**config.mk**
```make
export PLATFORM = sky130hd
export DESIGN_NAME = pulse_arbiter
export DESIGN_NICKNAME = d
export VERILOG_FILES = /design/src/rtl/pulse_arbiter_pkg.sv /design/src/rtl/pulse_arbiter_rr_select.sv /design/src/rtl/pulse_arbiter.sv
export SDC_FILE = /design/constraint.sdc
export NUM_CORES = 1
export LEC_CHECK = 0
export CAP_MARGIN = 20
export CORE_MARGIN = 3
export CORE_UTILIZATION = 40
export CTS_CLUSTER_SIZE = 12
export DETAILED_ROUTE_END_ITERATION = 16
export GPL_TIMING_DRIVEN = 1
export PLACE_DENSITY = 0.61
export SYNTH_ARGS = -nofsm -noshare
export SYNTH_HDL_FRONTEND = slang
export SYNTH_SLANG_ARGS = --single-unit
```
**constraint.sdc**
```tcl
create_clock -name clk -period 1.5 [get_ports clk]
set_input_delay 0.225 -clock clk [delete_from_list [all_inputs] [get_ports clk]]
set_output_delay 0.225 -clock clk [all_outputs]
set_load 0.01 [all_outputs]
```
**src/rtl/pulse_arbiter_pkg.sv**
```systemverilog
// Shared types and constants for the pulse arbiter: FSM state enum, default
// sizing, counter widths and a saturating-increment helper.
package pulse_arbiter_pkg;

    typedef enum logic [1:0] {
        IDLE  = 2'd0,
        ISSUE = 2'd1,
        GUARD = 2'd2
    } state_e;

    localparam int DEF_NUM_REQ      = 4;
    localparam int DEF_GUARD_CYCLES = 20;
    localparam int DROP_CNT_W       = 8;
    localparam int GUARD_CNT_W      = 8;

    function automatic logic [DROP_CNT_W-1:0] sat_inc(input logic [DROP_CNT_W-1:0] v);
        logic [DROP_CNT_W-1:0] res;
        if (v == {DROP_CNT_W{1'b1}}) begin
            res = v;
        end else begin
            res = v + DROP_CNT_W'(1);
        end
        return res;
    endfunction

endpackage

```
**src/rtl/pulse_arbiter_rr_select.sv**
```systemverilog
// Combinational round-robin selector: first set request at or after
// (last_grant + 1) mod NUM_REQ, with a valid flag when any request is set.
module rr_select
    import pulse_arbiter_pkg::*;
#(
    parameter int NUM_REQ = DEF_NUM_REQ,
    parameter int IDX_W   = $clog2(NUM_REQ)
) (
    input  logic [NUM_REQ-1:0] i_req,
    input  logic [IDX_W-1:0]   i_last_grant,
    output logic [IDX_W-1:0]   o_winner,
    output logic               o_valid
);

    logic [IDX_W-1:0] w_idx;

    // Scan requesters in rotating priority order, keep the first hit.
    always_comb begin
        o_winner = '0;
        o_valid  = 1'b0;
        w_idx    = '0;
        for (int k = 1; k <= NUM_REQ; k++) begin
            w_idx = IDX_W'((int'(i_last_grant) + k) % NUM_REQ);
            if (!o_valid && i_req[w_idx]) begin
                o_valid  = 1'b1;
                o_winner = w_idx;
            end else begin
                o_valid  = o_valid;
            end
        end
    end

endmodule

```
**src/rtl/pulse_arbiter.sv**
```systemverilog
// Round-robin arbiter issuing guarded single-cycle pulses onto a shared channel.
// Optional macro PULSE_ARBITER_DROP_CNT_EN adds a saturating drop counter output.
module pulse_arbiter
    import pulse_arbiter_pkg::*;
#(
    parameter int NUM_REQ      = DEF_NUM_REQ,
    parameter int GUARD_CYCLES = DEF_GUARD_CYCLES
) (
    input  logic                       clk,
    input  logic                       rst,
    input  logic [NUM_REQ-1:0]         req_pulse,
    output logic                       pulse_out,
    output logic [$clog2(NUM_REQ)-1:0] grant_id,
    output logic [NUM_REQ-1:0]         pending,
    output logic                       busy,
`ifdef PULSE_ARBITER_DROP_CNT_EN
    output logic [DROP_CNT_W-1:0]      drop_cnt,
`endif
    output logic                       drop_err
);

    localparam int IDX_W = $clog2(NUM_REQ);

    state_e                 r_state;
    state_e                 w_next_state;
    logic                   r_pulse_out;
    logic [IDX_W-1:0]       r_grant_id;
    logic [IDX_W-1:0]       r_last_grant;
    logic [NUM_REQ-1:0]     r_pending;
    logic                   r_busy;
    logic                   r_drop_err;
    logic [GUARD_CNT_W-1:0] r_guard_cnt;
    logic [GUARD_CNT_W-1:0] w_guard_nxt;
    logic [NUM_REQ-1:0]     w_clr_mask;
    logic [NUM_REQ-1:0]     w_pending_nxt;
    logic                   w_drop;
    logic                   w_issue;
    logic [IDX_W-1:0]       w_winner;
    logic                   w_valid;

    rr_select #(
        .NUM_REQ (NUM_REQ),
        .IDX_W   (IDX_W)
    ) u_rr_select (
        .i_req        (r_pending),
        .i_last_grant (r_last_grant),
        .o_winner     (w_winner),
        .o_valid      (w_valid)
    );

    // A new request beats the clear of the same bit; only a still-held bit drops.
    always_comb begin
        w_clr_mask = '0;
        if (r_state == ISSUE) begin
            w_clr_mask[r_grant_id] = 1'b1;
        end else begin
            w_clr_mask = '0;
        end
        w_pending_nxt = (r_pending & ~w_clr_mask) | req_pulse;
        w_drop        = |(req_pulse & r_pending & ~w_clr_mask);
    end

    always_comb begin
        w_next_state = r_state;
        w_guard_nxt  = r_guard_cnt;
        w_issue      = 1'b0;
        case (r_state)
            IDLE: begin
                if (w_valid) begin
                    w_next_state = ISSUE;
                    w_issue      = 1'b1;
                end else begin
                    w_next_state = IDLE;
                end
            end
            ISSUE: begin
                w_next_state = GUARD;
                w_guard_nxt  = GUARD_CNT_W'(GUARD_CYCLES - 1);
            end
            GUARD: begin
                if (r_guard_cnt == '0) begin
                    w_next_state = IDLE;
                    w_guard_nxt  = '0;
                end else begin
                    w_guard_nxt  = r_guard_cnt - GUARD_CNT_W'(1);
                end
            end
            default: begin
                w_next_state = IDLE;
                w_guard_nxt  = '0;
            end
        endcase
    end

    always_ff @(posedge clk) begin
        if (rst) begin
            r_state      <= IDLE;
            r_pulse_out  <= 1'b0;
            r_grant_id   <= '0;
            r_last_grant <= IDX_W'(NUM_REQ - 1);
            r_pending    <= '0;
            r_busy       <= 1'b0;
            r_drop_err   <= 1'b0;
            r_guard_cnt  <= '0;
        end else begin
            r_state     <= w_next_state;
            r_pulse_out <= w_issue;
            if (w_issue) begin
                r_grant_id   <= w_winner;
                r_last_grant <= w_winner;
            end else begin
                r_grant_id   <= r_grant_id;
                r_last_grant <= r_last_grant;
            end
            r_pending   <= w_pending_nxt;
            r_busy      <= (w_next_state != IDLE);
            r_drop_err  <= w_drop;
            r_guard_cnt <= w_guard_nxt;
        end
    end

`ifdef PULSE_ARBITER_DROP_CNT_EN
    logic [DROP_CNT_W-1:0] r_drop_cnt;

    always_ff @(posedge clk) begin
        if (rst) begin
            r_drop_cnt <= '0;
        end else if (r_drop_err) begin
            r_drop_cnt <= sat_inc(r_drop_cnt);
        end else begin
            r_drop_cnt <= r_drop_cnt;
        end
    end

    assign drop_cnt = r_drop_cnt;
`endif

    assign pulse_out = r_pulse_out;
    assign grant_id  = r_grant_id;
    assign pending   = r_pending;
    assign busy      = r_busy;
    assign drop_err  = r_drop_err;

endmodule

```
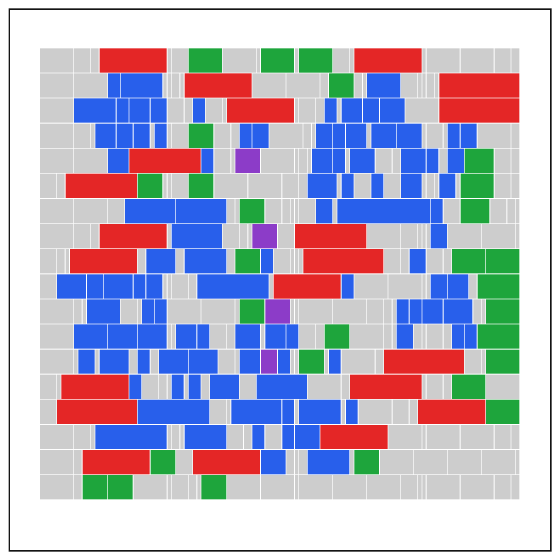
cell_classes.png
Fill, decap, tap and diode cells in gray.
- flip-flops: red (cells 21; share of their area 31%)
- other buffers and delay cells: green (cells 28; share of their area 17%)
- all other logic: blue (cells 101; share of their area 50%)
- clock drivers and dummy loads: purple (cells 4; share of their area 1.9%)

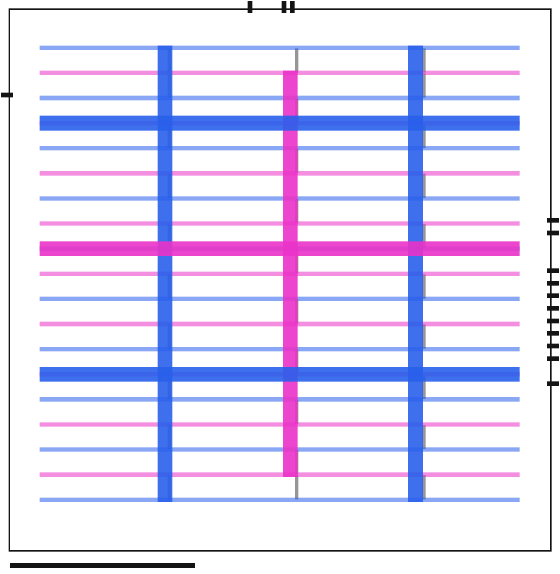
pdn.png
The bar under the picture is 20 um long. Pins as bars on the die edge. Tap cells in gray.
- VSS: blue
- VDD: magenta
- met4 straps: 3
- met5 straps: 3
- tap cells: 30
die span in y: 58.5 um
area of the core: 0.00254 mm2

==> impl_results.rst <==
Flow metrics
------------

.. list-table::
   :header-rows: 1

   * - Metric
     - Value
   * - Buffers on Ports
     - 14
   * - Number of buffers added by the clock tree synthesis step
     - 3
   * - Count of warning messages emitted by the tools
     - 31
   * - DPL Wire Length
     - 1710 um
   * - Final total power
     - around 0.0016 W
   * - Worst max-slew margin expressed relative to the limit
     - 0.719
   * - Most common flop cell mapped by yosys
     - dfxtp_1
   * - Master cell of the clock root buffer
     - clkbuf_4
   * - Accumulated negative setup slack
     - 0 ps
   * - Worst Path Class, Setup
     - reg2reg
   * - Clock transition at the registers of the reported paths
     - 120 ps
   * - WL final
     - 2450 um
   * - Global-route wire length before repair
     - 4010 um
   * - Maximum buffer depth of the clock tree
     - 2
   * - Run status
     - completed
   * - Latest clock arrival within the worst-skew pair
     - 300 ps
   * - Most area-hungry cell type in the Yosys netlist
     - dfxtp_1
   * - Number of standard cells after synthesis
     - 124
   * - Biggest area cells
     - dfxtp_1 (38%), ha_1 (6.8%), nand2_1 (4.8%)
   * - Init Core Util
     - 0.433
   * - Utilization of the core after routing
     - 0.580
   * - Final Non-Filler Cells
     - 184
   * - Count of fill cells added during filler insertion
     - 231
   * - Period Utilization, post-route
     - 0.987
   * - DRC violations left
     - 0
-- area by class of cell --
| cell class | instances | share of cell area |
|---|---|---|
| multi-input cells | 89 | 0.457 |
| flip-flops and latches | 21 | 0.301 |
| well taps | 30 | 0.0254 |
| inverters | 12 | 0.0305 |
| clock buffers | 3 | 0.0153 |
| repair buffers | 28 | 0.168 |
| clock inverters | 1 | 0.00339 |
-- synth_stat cells, drive strengths merged, types with 3 or more instances --
cell type  count
a211oi         5
a21oi          8
a31oi          4
clkbuf         3
dfxtp         21
ha             6
inv           12
nand2         14
nand2b         3
nand3          4
nor2          10
nor3           4
o21ai          4
xor2           4
-- how the worst min path moves through the flow --
| stage | slack [ps] | cells after the start | from | to |
|---|---|---|---|---|
| after global routing | 490 | 3 | req_pulse[0] | pending[0] |
| after CTS | 470 | 3 | req_pulse[2] | pending[2] |
| after detailed placement | 510 | 2 | grant_id[1] | grant_id[1] |
| final | 470 | 3 | req_pulse[0] | pending[0] |
| after floorplan | 320 | 2 | rst | r_last_grant[1] |
| after global placement | 490 | 2 | grant_id[1] | grant_id[1] |
-- critical path: cells and delay by family (launching register included) --
| family | cells | cell delay [ps] |
|---|---|---|
| compound gates | 3 | 580 |
| flops | 1 | 380 |
| simple gates | 1 | 420 |
-- layout by cell type (no fill, tap or decap), drive strengths merged, types with 4 or more instances in the layout --
cell / count
o21ai: 4
ha: 6
a21oi: 8
nand2: 14
xor2: 4
a211oi: 5
clkdlybuf4s50: 10
buf: 14
dfxtp: 21
nor2: 10
a31oi: 5
nand3: 4
nor3: 4
inv: 12
-- registers in the layout, indices dropped and copies added, names as in the netlist --
signal / flops
drop_err: 1
r_last_grant: 2
busy: 1
pulse_out: 1
r_guard_cnt: 8
r_state: 2
grant_id: 2
pending: 4
-- where the power goes --
part / internal (W) / total, W / switching, W
clock network: 0.0000993 / 0.000276 / 0.000177
registers: 0.000634 / 0.000708 / 0.0000744
logic: 0.000288 / 0.000581 / 0.000293
-- per-layer routing --
metal | global-route usage | vias to the layer above | share of wire
li1 | - | 497 | -
met1 | 0.191 | 463 | 0.46
met2 | 0.250 | 24 | 0.49
met3 | 0.0307 | 2 | 0.041
met4 | 0.0662 | 0 | 0.0061
met5 | 0 | - | 0
-- cell families (layout without fill, tap and decap cells) --
kind of cell / count (synthesis) / count (layout) / synth area share
buffers and inverters: 15 / 44 / 0.0511
multiplexers: 1 / 1 / 0.00908
flip-flops: 21 / 21 / 0.381
adder cells (fa/ha/maj): 6 / 6 / 0.0681
AND/OR/NAND/NOR: 46 / 46 / 0.229
AND-OR/OR-AND: 30 / 31 / 0.221
XOR/XNOR: 5 / 5 / 0.0397
-- per-stage QoR --
step,area (um2),worst slack (ps)
after floorplan,1110,20.8
after global placement,1360,71.8
after detailed placement,1360,27.0
after CTS,1400,15.8
after global routing,1480,-57.7
final,1480,18.8
-- timing repair --
item | in CTS | in global routing
pin swaps | 1 | 6
gates cloned | 0 | 1
setup buffers | 0 | 3
gates resized | 11 | 15
hold endpoints to repair | 0 | 0
setup endpoints to repair | 7 | 12
No activity file was given, so power comes from the tool's default toggle rates.
